## src/rtl/rv_mem_if.sv

```systemverilog
// +----------------------------------------------------------------------+
// | Module  : rv_mem_if                                                  |
// | Brief   : Data-memory request/response channel for the Q103H stage.  |
// | Revision: 1.0                                                        |
// +----------------------------------------------------------------------+
`default_nettype none

interface rv_mem_if;
    logic        dmem_req_valid;
    logic        dmem_req_ready;
    logic [31:0] dmem_req_addr;
    logic        dmem_req_we;
    logic [3:0]  dmem_req_be;
    logic [31:0] dmem_req_wdata;
    logic        dmem_rsp_valid;
    logic [31:0] dmem_rsp_rdata;

    modport master (
        output dmem_req_valid, dmem_req_addr, dmem_req_we, dmem_req_be, dmem_req_wdata,
        input  dmem_req_ready, dmem_rsp_valid, dmem_rsp_rdata
    );

    modport slave (
        input  dmem_req_valid, dmem_req_addr, dmem_req_we, dmem_req_be, dmem_req_wdata,
        output dmem_req_ready, dmem_rsp_valid, dmem_rsp_rdata
    );
endinterface

`default_nettype wire

```

## src/rtl/rv_mem.sv

```systemverilog
// +----------------------------------------------------------------------+
// | Module  : rv_mem                                                     |
// | Brief   : RV32I memory-access stage (Q103H -> Q104H) with            |
// |           variable-latency data memory and load timeout.             |
// |           Optional macro: RV_MEM_MISALIGN_TRAP_EN                    |
// | Revision: 1.0                                                        |
// +----------------------------------------------------------------------+
`default_nettype none

module rv_mem #(
    parameter int TIMEOUT_CYCLES = 64
) (
    input  wire logic        clk,
    input  wire logic        rst,
    input  wire logic        valid_Q103H,
    input  wire logic        mem_rd_Q103H,
    input  wire logic        mem_wr_Q103H,
    input  wire logic [1:0]  mem_size_Q103H,
    input  wire logic        mem_unsigned_Q103H,
    input  wire logic [1:0]  sel_wb_Q103H,
    input  wire logic [31:0] alu_out_Q103H,
    input  wire logic [31:0] dmem_wr_data_Q103H,
    input  wire logic [31:0] pc_plus4_Q103H,
    output logic             ready_Q103H,
    output logic [31:0]      wb_data_Q103H,
    output logic             misalign_Q103H,
    output logic [31:0]      wb_data_Q104H,
    output logic             bus_err_Q104H,
    rv_mem_if.master         dmem
);

    localparam int c_CNT_W = (TIMEOUT_CYCLES > 1) ? $clog2(TIMEOUT_CYCLES) : 1;
    localparam logic [c_CNT_W-1:0] c_CNT_LAST = c_CNT_W'(TIMEOUT_CYCLES - 1);

    typedef enum logic [0:0] {
        S_IDLE = 1'b0,
        S_WAIT = 1'b1
    } state_t;

    state_t             r_state;
    state_t             w_state_nxt;
    logic [c_CNT_W-1:0] r_cnt;
    logic [c_CNT_W-1:0] w_cnt_nxt;

    logic        w_is_byte;
    logic        w_is_half;
    logic [1:0]  w_addr_lo;
    logic [1:0]  w_off;
    logic        w_mem_op;
    logic        w_trap;
    logic [3:0]  w_be;
    logic [31:0] w_wdata;
    logic [31:0] w_shifted;
    logic [31:0] w_load_ext;
    logic [31:0] w_load_val;
    logic        w_bus_err;
    logic        w_req_valid;
    logic        w_ready;
    logic [31:0] w_wb_nonmem;
    logic [31:0] w_wb_q104;

    assign w_is_byte = (mem_size_Q103H == 2'b00);
    assign w_is_half = (mem_size_Q103H == 2'b01);
    assign w_addr_lo = alu_out_Q103H[1:0];
    assign w_mem_op  = valid_Q103H & (mem_rd_Q103H | mem_wr_Q103H);

    // Lane offset drops address bits below the access size, so a misaligned
    // access that is allowed through lands on its naturally aligned lanes.
    assign w_off = w_is_byte ? w_addr_lo :
                   w_is_half ? {w_addr_lo[1], 1'b0} : 2'b00;

`ifdef RV_MEM_MISALIGN_TRAP_EN
    logic w_misalign;
    assign w_misalign = (w_is_half & w_addr_lo[0]) |
                        (mem_size_Q103H[1] & (w_addr_lo != 2'b00));
    assign w_trap         = w_mem_op & w_misalign;
    assign misalign_Q103H = w_trap;
`else
    assign w_trap         = 1'b0;
    assign misalign_Q103H = 1'b0;
`endif

    always_comb begin
        w_be    = 4'b1111;
        w_wdata = dmem_wr_data_Q103H;
        if (w_is_byte) begin
            w_be    = 4'b0001 << w_off;
            w_wdata = {4{dmem_wr_data_Q103H[7:0]}};
        end else if (w_is_half) begin
            w_be    = w_off[1] ? 4'b1100 : 4'b0011;
            w_wdata = {2{dmem_wr_data_Q103H[15:0]}};
        end
    end

    assign w_shifted = dmem.dmem_rsp_rdata >> {w_off, 3'b000};

    always_comb begin
        w_load_ext = w_shifted;
        if (w_is_byte) begin
            w_load_ext = {{24{~mem_unsigned_Q103H & w_shifted[7]}}, w_shifted[7:0]};
        end else if (w_is_half) begin
            w_load_ext = {{16{~mem_unsigned_Q103H & w_shifted[15]}}, w_shifted[15:0]};
        end
    end

    always_comb begin
        case (sel_wb_Q103H)
            2'b00:   w_wb_nonmem = alu_out_Q103H;
            2'b10:   w_wb_nonmem = pc_plus4_Q103H;
            default: w_wb_nonmem = 32'h0;
        endcase
    end

    always_ff @(posedge clk or negedge rst) begin
        if (!rst) begin
            r_state <= S_IDLE;
            r_cnt   <= '0;
        end else begin
            r_state <= w_state_nxt;
            r_cnt   <= w_cnt_nxt;
        end
    end

    always_comb begin
        w_state_nxt = r_state;
        w_cnt_nxt   = r_cnt;
        w_req_valid = 1'b0;
        w_ready     = 1'b1;
        w_load_val  = 32'h0;
        w_bus_err   = 1'b0;
        case (r_state)
            S_IDLE: begin
                if (w_mem_op && !w_trap) begin
                    w_req_valid = 1'b1;
                    if (dmem.dmem_req_ready) begin
                        if (mem_rd_Q103H) begin
                            w_ready     = 1'b0;
                            w_state_nxt = S_WAIT;
                            w_cnt_nxt   = '0;
                        end
                    end else begin
                        w_ready = 1'b0;
                    end
                end
            end
            S_WAIT: begin
                if (dmem.dmem_rsp_valid) begin
                    w_load_val  = w_load_ext;
                    w_state_nxt = S_IDLE;
                end else if (r_cnt == c_CNT_LAST) begin
                    w_bus_err   = 1'b1;
                    w_state_nxt = S_IDLE;
                end else begin
                    w_cnt_nxt = r_cnt + 1'b1;
                    w_ready   = 1'b0;
                end
            end
            default: w_state_nxt = S_IDLE;
        endcase
        // Hold the handshake outputs at their idle values while reset is asserted.
        if (!rst) begin
            w_req_valid = 1'b0;
            w_ready     = 1'b1;
        end
    end

    assign ready_Q103H          = w_ready;
    assign dmem.dmem_req_valid  = w_req_valid;
    assign dmem.dmem_req_addr   = {alu_out_Q103H[31:2], 2'b00};
    assign dmem.dmem_req_we     = mem_wr_Q103H;
    assign dmem.dmem_req_be     = w_be;
    assign dmem.dmem_req_wdata  = w_wdata;
    assign wb_data_Q103H        = w_wb_nonmem;

    assign w_wb_q104 = w_trap ? 32'h0 :
                       (sel_wb_Q103H == 2'b01) ? w_load_val : w_wb_nonmem;

    always_ff @(posedge clk or negedge rst) begin
        if (!rst) begin
            wb_data_Q104H <= 32'h0;
            bus_err_Q104H <= 1'b0;
        end else if (w_ready) begin
            wb_data_Q104H <= w_wb_q104;
            bus_err_Q104H <= w_bus_err;
        end
    end

endmodule

`default_nettype wire

```

## src/flat_wrapper.sv

```systemverilog
// flat-port wrapper written by rule: the top's interface ports become plain ports
module rv_mem_flat 
#(
    parameter int TIMEOUT_CYCLES = 64
)
  (clk, rst, valid_Q103H, mem_rd_Q103H, mem_wr_Q103H, mem_size_Q103H, mem_unsigned_Q103H, sel_wb_Q103H, alu_out_Q103H, dmem_wr_data_Q103H, pc_plus4_Q103H, ready_Q103H, wb_data_Q103H, misalign_Q103H, wb_data_Q104H, bus_err_Q104H, dmem_dmem_req_valid, dmem_dmem_req_addr, dmem_dmem_req_we, dmem_dmem_req_be, dmem_dmem_req_wdata, dmem_dmem_req_ready, dmem_dmem_rsp_valid, dmem_dmem_rsp_rdata);
  rv_mem_if dmem_i ();
  input  wire logic clk;
  input  wire logic rst;
  input  wire logic valid_Q103H;
  input  wire logic mem_rd_Q103H;
  input  wire logic mem_wr_Q103H;
  input  wire logic [1:0] mem_size_Q103H;
  input  wire logic mem_unsigned_Q103H;
  input  wire logic [1:0] sel_wb_Q103H;
  input  wire logic [31:0] alu_out_Q103H;
  input  wire logic [31:0] dmem_wr_data_Q103H;
  input  wire logic [31:0] pc_plus4_Q103H;
  output logic ready_Q103H;
  output logic [31:0] wb_data_Q103H;
  output logic misalign_Q103H;
  output logic [31:0] wb_data_Q104H;
  output logic bus_err_Q104H;
  output wire logic [$bits(dmem_i.dmem_req_valid)-1:0] dmem_dmem_req_valid;
  output wire logic [$bits(dmem_i.dmem_req_addr)-1:0] dmem_dmem_req_addr;
  output wire logic [$bits(dmem_i.dmem_req_we)-1:0] dmem_dmem_req_we;
  output wire logic [$bits(dmem_i.dmem_req_be)-1:0] dmem_dmem_req_be;
  output wire logic [$bits(dmem_i.dmem_req_wdata)-1:0] dmem_dmem_req_wdata;
  input wire logic [$bits(dmem_i.dmem_req_ready)-1:0] dmem_dmem_req_ready;
  input wire logic [$bits(dmem_i.dmem_rsp_valid)-1:0] dmem_dmem_rsp_valid;
  input wire logic [$bits(dmem_i.dmem_rsp_rdata)-1:0] dmem_dmem_rsp_rdata;
  assign dmem_dmem_req_valid = dmem_i.dmem_req_valid;
  assign dmem_dmem_req_addr = dmem_i.dmem_req_addr;
  assign dmem_dmem_req_we = dmem_i.dmem_req_we;
  assign dmem_dmem_req_be = dmem_i.dmem_req_be;
  assign dmem_dmem_req_wdata = dmem_i.dmem_req_wdata;
  assign dmem_i.dmem_req_ready = dmem_dmem_req_ready;
  assign dmem_i.dmem_rsp_valid = dmem_dmem_rsp_valid;
  assign dmem_i.dmem_rsp_rdata = dmem_dmem_rsp_rdata;
  rv_mem #(.TIMEOUT_CYCLES(TIMEOUT_CYCLES)) u_core (.clk(clk), .rst(rst), .valid_Q103H(valid_Q103H), .mem_rd_Q103H(mem_rd_Q103H), .mem_wr_Q103H(mem_wr_Q103H), .mem_size_Q103H(mem_size_Q103H), .mem_unsigned_Q103H(mem_unsigned_Q103H), .sel_wb_Q103H(sel_wb_Q103H), .alu_out_Q103H(alu_out_Q103H), .dmem_wr_data_Q103H(dmem_wr_data_Q103H), .pc_plus4_Q103H(pc_plus4_Q103H), .ready_Q103H(ready_Q103H), .wb_data_Q103H(wb_data_Q103H), .misalign_Q103H(misalign_Q103H), .wb_data_Q104H(wb_data_Q104H), .bus_err_Q104H(bus_err_Q104H), .dmem(dmem_i));
endmodule
```

## config.mk

```make
export PLATFORM = sky130hd
export DESIGN_NAME = rv_mem_flat
export DESIGN_NICKNAME = d
export VERILOG_FILES = /design/src/rtl/rv_mem_if.sv /design/src/rtl/rv_mem.sv /design/src/flat_wrapper.sv
export SDC_FILE = /design/constraint.sdc
export NUM_CORES = 1
export LEC_CHECK = 0
export ABC_CLOCK_PERIOD_IN_PS = 2700
export CAP_MARGIN = 20
export CORE_AREA = 2 2 110 112
export CTS_CLUSTER_DIAMETER = 50
export CTS_CLUSTER_SIZE = 8
export DETAILED_ROUTE_END_ITERATION = 10
export DIE_AREA = 0 0 112 114
export GPL_TIMING_DRIVEN = 0
export PLACE_DENSITY = 0.77
export SLEW_MARGIN = 20
export SYNTH_ARGS = -nofsm -noshare
export SYNTH_HDL_FRONTEND = slang
export SYNTH_SLANG_ARGS = --single-unit
```

## constraint.sdc

```tcl
create_clock -name clk -period 2.7 [get_ports clk]
set_input_delay 0.81 -clock clk [delete_from_list [all_inputs] [get_ports clk]]
set_output_delay 0.81 -clock clk [all_outputs]
set_load 0.03 [all_outputs]
```

==> run_1/congestion.png <==
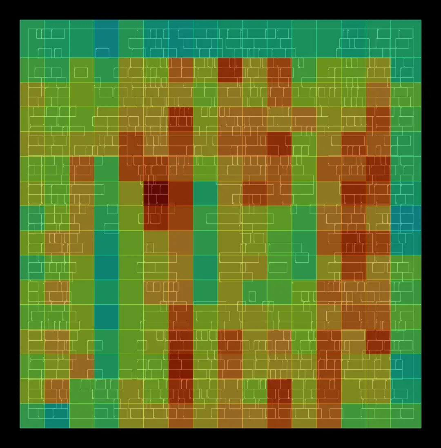
met1 Usage GRT: 0.272
gr busiest metal: met2
average routed wire per standard cell: 19.4 um

==> run_1/layer_met1.png <==
Supply wires on this layer in grey. Cells faint in the background.
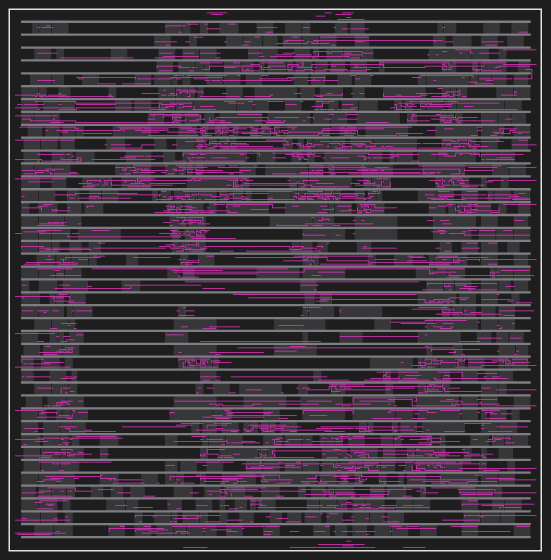
main direction: horizontal
share of all routed wire: 37%
wire length on this layer: 5970 um
nets with wire on the layer: 712
longest straight run: 49.2 um

==> run_1/flops_by_reg.png <==
Other sequential cells in the stronger grey, the rest of the logic in the fainter grey.
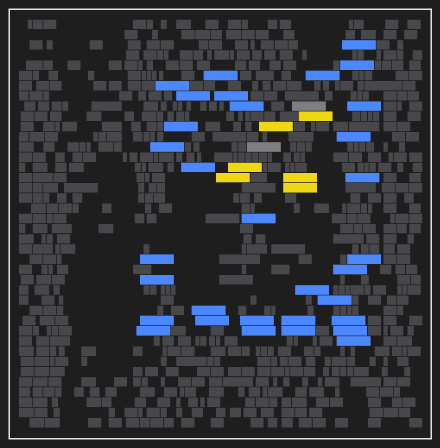
| colour | signal | sequential cells |
|---|---|---|
| yellow | u_core.r_cnt | 6 |
| blue | u_core.wb_data_Q104H | 32 |
not coloured: 2

==> run_1/io_fan.png <==
The bar under the picture is 20 um long.
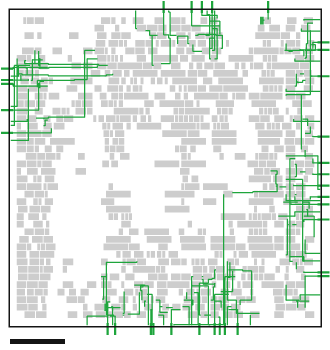
| colour | port | bits | direction | edge | end cells | buffers | wire |
|---|---|---|---|---|---|---|---|
| green | dmem_dmem_req_addr | 32 | output | 12 right, 10 bottom, 5 top, 5 left | 2 | 92 | 1530 um |
Port-buffer cells: 269
number of top-level pins: 277

==> datasheet_impl.txt, run 1 <==
Physical design parameters

Parameter                              Value

Power
  Power consumed by the clock network .................. about 720 uW
  VDD IR-drop max .................. around 0.00026 V
  Biggest consumer .................. combinational cells
  Switch share .................. 0.359

Critical path
  Launch point of the worst path .................. mem_size_Q103H[1]
  Crit end category .................. output pin
  Critical Path Sink .................. dmem_dmem_req_wdata[14]
  Crit-path most repeated cell .................. sky130_fd_sc_hd__buf_2
  Sequence of cells on the critical path .................. buf_2, buf_8, nor2_4, buf_6, mux2_2, buf_2

Routing
  Highest metal used .................. met4
  Count of vias placed by the detailed router .................. around 4300
  Routed length on met3 .................. between 1000 and 1500 um
  Post-route met1 wirelength .................. ~6000 um
  DRC violations left .................. 0
  DRC marker count from the first detailed-route iteration .................. just under 200

STA
  # setup viols final .................. 1
  Setup repair after global routing missed its margin .................. true
  Clk_skew .................. 4.50 ps
  Post-route worst setup slack .................. -7.54 ps
  Crit path time final .................. roughly 2700 ps
  Final Max Slew Viols .................. 0

Flow run
  Count of tool warnings .................. 29
  Max cap viols .................. 0

GRT
  Number of global-route vias before repair .................. approximately 4300
  Met3 Usage GRT .................. 0.0547
  Largest net degree at the start of global routing .................. 23
  Met2 usage in global routing .................. 0.463

Synthesis
  Yosys warning count .................. 0
  Leading cell types by count after synthesis .................. 68 x sky130_fd_sc_hd__nor2_1, 56 x sky130_fd_sc_hd__a21oi_1, 42 x sky130_fd_sc_hd__buf_4, 42 x sky130_fd_sc_hd__mux2i_1, 40 x sky130_fd_sc_hd__dfrtp_1
  Synthesized area .................. between 3000 and 4000 sq um
  Dominant cell by count in the synthesized netlist .................. sky130_fd_sc_hd__nor2_1
  Top cells by area .................. sky130_fd_sc_hd__dfrtp_1 29%, sky130_fd_sc_hd__mux2i_1 12%, sky130_fd_sc_hd__buf_4 9.2%, sky130_fd_sc_hd__a21oi_1 8.2%, sky130_fd_sc_hd__mux2_2 7.5%
  Number of flip-flops and latches in the synthesized netlist .................. 40
  Most used DFF post-synth .................. sky130_fd_sc_hd__dfrtp_1
  Share of flip-flops with an asynchronous set or reset .................. 1.00

Cells and area
  Commonest Layout Cell .................. sky130_fd_sc_hd__clkdlybuf4s50_1
  Area overhead of the layout relative to synthesis .................. 91.7%
  Ratio of cells with drive above 1 in the final layout .................. 0.285
  Number of non-filler instances in the completed layout .................. 841

Die
  Die extent in y .................. approximately 110 um
  Chip area .................. 12800 sq um
  Core Density at Floorplan .................. 0.293

Status
  Failing checks .................. negative setup slack
  Run status .................. finished with violations

Clock network
  Worst-Skew Late Latency .................. around 280 ps
  Clock tree buffer depth .................. 2
  Post-CTS setup buffer count .................. 6

Placed design
  Global placement routability congestion .................. about 0.84
## run 1: cells by family after synthesis
group | after synthesis | synth area share
XOR/XNOR | 2 | 0.00511
other | 1 | 0.00109
AND/OR/NAND/NOR | 124 | 0.167
adder cells (fa/ha/maj) | 1 | 0.00365
multiplexers | 72 | 0.244
buffers and inverters | 76 | 0.139
AND-OR/OR-AND | 91 | 0.148
flip-flops | 40 | 0.292
## run 1: cell type report
type                    count  share of cell area
repair buffers            279               0.394
multi-input cells         293               0.312
flip-flops and latches     40               0.152
plain buffers              69              0.0837
well taps                 147              0.0280
clock buffers               7              0.0232
clock inverters             1             0.00457
inverters                   5             0.00285
==> run_1/layer_met2.png <==
Cells faint in the background.
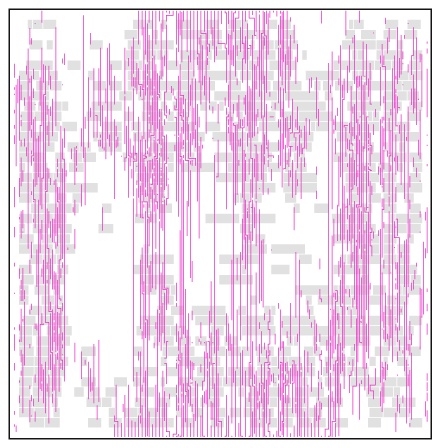

==> run 2: changes to the inputs <==
--- a/config.mk
+++ b/config.mk
@@ -5,15 +5,15 @@
 export SDC_FILE = /design/constraint.sdc
 export NUM_CORES = 1
 export LEC_CHECK = 0
+export ABC_AREA = 1
 export ABC_CLOCK_PERIOD_IN_PS = 2700
 export CAP_MARGIN = 20
-export CORE_AREA = 2 2 110 112
+export CORE_AREA = 2 2 112 114
 export CTS_CLUSTER_DIAMETER = 50
-export CTS_CLUSTER_SIZE = 8
 export DETAILED_ROUTE_END_ITERATION = 10
-export DIE_AREA = 0 0 112 114
+export DIE_AREA = 0 0 114 116
 export GPL_TIMING_DRIVEN = 0
-export PLACE_DENSITY = 0.77
+export PLACE_DENSITY = 0.76
 export SLEW_MARGIN = 20
 export SYNTH_ARGS = -nofsm -noshare
 export SYNTH_HDL_FRONTEND = slang
==> run_2/layer_met2.png <==
Cells faint in the background.
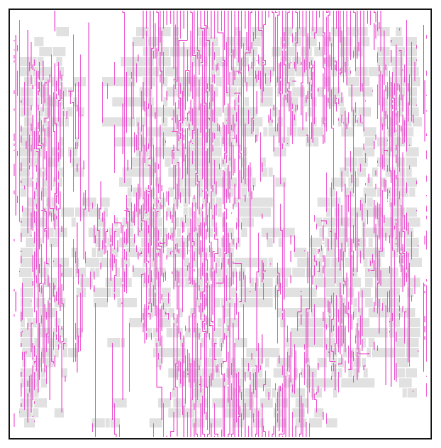
longest straight run: 65.3 um
nets with wire on the layer: 874
share of all routed wire: 51%
main direction: vertical

==> run_2/io_fan.png <==
The bar under the picture is 20 um long.
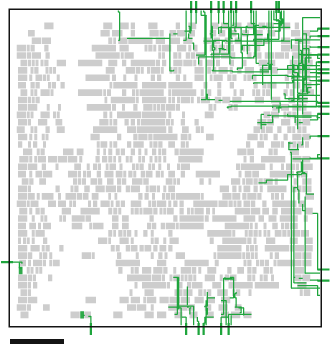
Port-buffer cells: 271

==> run 2 against run 1 <==
The flow now finishes without violations. First-iteration DRC count increased by 100%. Combinational power is essentially flat. Cell count increased by 23%. Count of clock-buffer cells in the layout down 1. Utilization fell by 0.23 points. Critical path type unchanged. Largest power group unchanged. Highest routed layer unchanged.
==> datasheet_impl.txt, run 2 <==
Physical design parameters

Parameter                              Value

Synthesis
  Most used DFF post-synth .................. sky130_fd_sc_hd__dfrtp_1
  Yosys warning count .................. 0
  Leading cell types by count after synthesis .................. 153 x sky130_fd_sc_hd__nand2_1, 106 x sky130_fd_sc_hd__nand3_1, 69 x sky130_fd_sc_hd__nor2_1
  Number of flip-flops and latches in the synthesized netlist .................. roughly 40
  Share of flip-flops with an asynchronous set or reset .................. 1.00
  Top cells by area .................. sky130_fd_sc_hd__dfrtp_1 28%, sky130_fd_sc_hd__nand2_1 16%, sky130_fd_sc_hd__nand3_1 15%, sky130_fd_sc_hd__buf_4 8.9%, sky130_fd_sc_hd__nor2_1 7.1%
  Synth Area in XOR/XNOR .................. 0
  Main logic family after synthesis .................. simple AND/OR/NAND/NOR gates
  Yosys adder share .................. 0.00344
  Compound-Gate Fraction of Synth Area .................. 0.132

STA
  Post-route worst setup slack .................. 43.6 ps
  Crit path time final .................. approximately 2700 ps
  # setup viols final .................. 0
  Final Max Slew Viols .................. 0
  Clk_skew .................. between 5 and 6 ps

Critical path
  Launch point of the worst path .................. dmem_wr_data_Q103H[6]
  Crit end category .................. output pin
  Crit-path most repeated cell .................. sky130_fd_sc_hd__nand2_1
  Critical Path Sink .................. dmem_dmem_req_wdata[22]
  Sequence of cells on the critical path .................. clkdlybuf4s50_1, nand2_1, nand2_1, dlygate4sd2_1

Cells and area
  Commonest Layout Cell .................. sky130_fd_sc_hd__clkdlybuf4s50_1
  Area overhead of the layout relative to synthesis .................. 83.4%

GRT
  Largest net degree at the start of global routing .................. 33
  Met1 Usage GRT .................. 0.293
  Number of global-route vias before repair .................. between 4000 and 5000

Die
  Die extent in y .................. between 100 and 150 um
  Number of top-level pins .................. approximately 280

Routing
  DRC violations left .................. 0
  Average routed wire per standard cell .................. 17.1 um
  Highest metal used .................. met4
  DRC marker count from the first detailed-route iteration .................. between 300 and 400

Power
  Switch share .................. 0.388
  VDD IR-drop max .................. roughly 0.0003 V
  Power consumed by the clock network .................. 680 uW
  Biggest consumer .................. combinational cells

Status
  Run status .................. finished clean

Placed design
  Global placement routability congestion .................. 0.873

Clock network
  Clock tree buffer depth .................. 2
==> run 2: cell types whose count changed after synthesis, sizes merged, moves of 4 or more <==
cell	previous run	this run
nand2	17	160
nand3	5	107
mux2i	42	0
inv	5	41
mux2	23	0
nand2b	15	0
o211ai	0	14
o21ai	16	25
a31oi	7	0
mux4	7	0
a21oi	56	50
buf	59	63
nor2b	4	0
==> run 2: cell type report <==
type	instances	area, sq um
flip-flops and latches	40	1000
repair inverters	2	15.0
fillers	1219	5250
well taps	147	184
inverters	41	168
clock buffers	6	129
multi-input cells	436	2040
plain buffers	74	531
repair buffers	285	2560
clock inverters	2	35.0
==> run 2: what timing repair did <==
action / 4_1_cts / 5_1_grt
cloned: 3 / 0
setup endpoints to repair: 101 / 25
pin swaps: 4 / 1
setup buffers: 9 / 4
gates resized: 339 / 33
==> run_2/layer_met1.png <==
Supply wires on this layer in grey. Cells faint in the background.
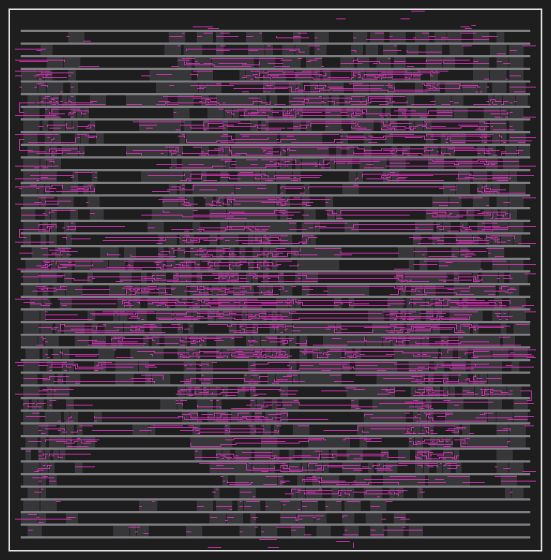

==> run 3: changes to the inputs <==
--- a/config.mk
+++ b/config.mk
@@ -7,13 +7,11 @@
 export LEC_CHECK = 0
 export ABC_AREA = 1
 export ABC_CLOCK_PERIOD_IN_PS = 2700
-export CAP_MARGIN = 20
-export CORE_AREA = 2 2 112 114
+export CORE_AREA = 2 2 124 126
 export CTS_CLUSTER_DIAMETER = 50
 export DETAILED_ROUTE_END_ITERATION = 10
-export DIE_AREA = 0 0 114 116
+export DIE_AREA = 0 0 126 128
 export GPL_TIMING_DRIVEN = 0
-export PLACE_DENSITY = 0.76
 export SLEW_MARGIN = 20
 export SYNTH_ARGS = -nofsm -noshare
 export SYNTH_HDL_FRONTEND = slang
==> run_3/layer_met1.png <==
Supply wires on this layer in grey. Cells faint in the background.
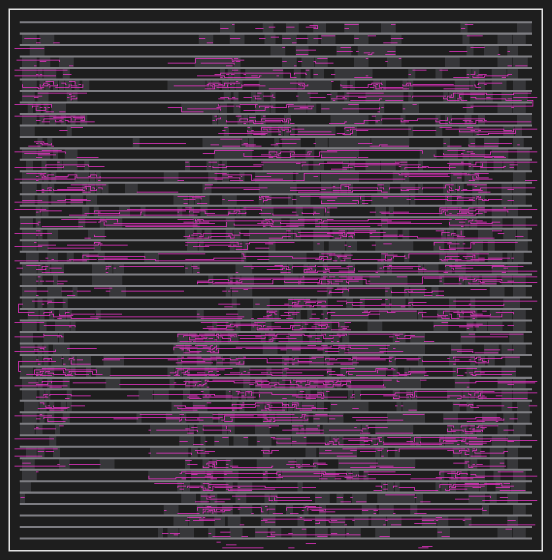
main direction: horizontal
share of all routed wire: 39%
longest straight run: 49.2 um

==> run_3/congestion.png <==
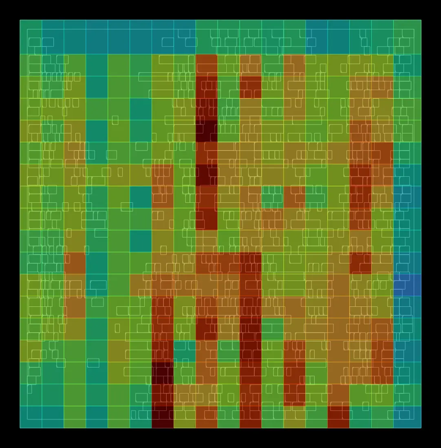
final cell utilization of the core: 0.448
aggregate global-route resource usage: 0.213
met2 usage in global routing: 0.390
average routed wire per standard cell: 16.7 um

==> run 3 against run 2 <==
Clock skew fell by 3.0 ps. First-iteration DRC count is 42% lower. Critical path type unchanged. Critical endpoint is now wb_data_Q103H[7]. Synthesized cell count is the same. Utilization down 11 points.
==> datasheet_impl.txt, run 3 <==
Physical design parameters

Parameter                              Value

Cells and area
  Area overhead of the layout relative to synthesis .................. 83.2%
  Commonest Layout Cell .................. sky130_fd_sc_hd__clkdlybuf4s50_1
  Register area .................. between 1000 and 1500 sq um
  Area occupied by multi-input gates .................. around 2000 sq um
  Ratio of cells with drive above 1 in the final layout .................. 0.198
  Count of fill cells added during filler insertion .................. 1675

Placed design
  Port-buffer cells .................. 271
  Global placement routability congestion .................. between 0.8 and 0.9

STA
  Crit path time final .................. 2670 ps
  Final Max Slew Viols .................. 0
  Setup repair after global routing missed its margin .................. false

Synthesis
  Simple-gate share of the synthesized area .................. 0.409
  Most used DFF post-synth .................. sky130_fd_sc_hd__dfrtp_1
  Dominant cell by count in the synthesized netlist .................. sky130_fd_sc_hd__nand2_1
  Share of flip-flops with an asynchronous set or reset .................. 1.00
  Synthesized area .................. 3630 sq um
  Leading cell types by count after synthesis .................. 153 x sky130_fd_sc_hd__nand2_1, 106 x sky130_fd_sc_hd__nand3_1, 69 x sky130_fd_sc_hd__nor2_1
  Synth Area in XOR/XNOR .................. 0
  Main logic family after synthesis .................. simple AND/OR/NAND/NOR gates
  Compound-Gate Fraction of Synth Area .................. 0.132
  Multiplexer fraction of the synthesized cell area .................. 0
  Top cells by area .................. sky130_fd_sc_hd__dfrtp_1 28%, sky130_fd_sc_hd__nand2_1 16%, sky130_fd_sc_hd__nand3_1 15%, sky130_fd_sc_hd__buf_4 8.9%, sky130_fd_sc_hd__nor2_1 7.1%

Critical path
  Crit end category .................. output pin
  Maximum fanout encountered on the critical timing path .................. 4
  Sequence of cells on the critical path .................. clkdlybuf4s15_2, clkinvlp_4, buf_4, nand3_1, nand2_1, buf_2
  Critical Path Sink .................. wb_data_Q103H[7]

Clock network
  Worst-Skew Late Latency .................. about 280 ps
  Total clock buffers created by CTS .................. 5
  Clock tree buffer depth .................. 2

Power
  Clock group share of total power .................. 0.220
  Switch share .................. 0.398
  Biggest consumer .................. combinational cells
  Power consumed by the clock network .................. ~570 uW
  VDD IR-drop max .................. between 0.0002 and 0.0003 V

Die
  Number of top-level pins .................. around 280
  Die extent in y .................. about 130 um
  Core Density at Floorplan .................. 0.244
  Chip area .................. around 16000 sq um

Routing
  DRC violations left .................. 0
  Post-route met1 wirelength .................. 7040 um
  Routed length on met3 .................. roughly 1400 um
  Highest metal used .................. met4
  DRC marker count from the first detailed-route iteration .................. between 200 and 250

Flow run
  Count of tool warnings .................. 27

GRT
  Largest net degree at the start of global routing .................. 23
  Number of global-route vias before repair .................. 4861
  Met3 Usage GRT .................. 0.0455

Status
  Run status .................. finished clean
[run 3: cell counts after synthesis]
No cell type changed its count.
[run 3: stage by stage]
stage	total power [uW]	utilization	cells
global placement	2080	0.445	1052
finish	2580	0.448	1069
floorplan	1410	-	593
CTS	2620	0.456	1068
global route	2720	0.448	1069
detailed placement	2080	0.446	1053
[run 3: area by class of cell]
type	instances	share of cell area
Tap cell	188	0.0354
Clock buffer	6	0.0194
Timing Repair Buffer	281	0.378
Multi-Input combinational cell	436	0.307
Buffer	75	0.0824
Inverter	41	0.0250
Timing Repair inverter	1	0.00113
Sequential cell	40	0.150
Clock inverter	1	0.000752
[run 3: timing repair]
action,4_1_cts,5_1_grt
pin swaps,4,3
setup buffers,8,1
setup endpoints to repair,101,52
resized,328,55
gates cloned,2,0
Power is estimated from default activity; no workload was simulated.
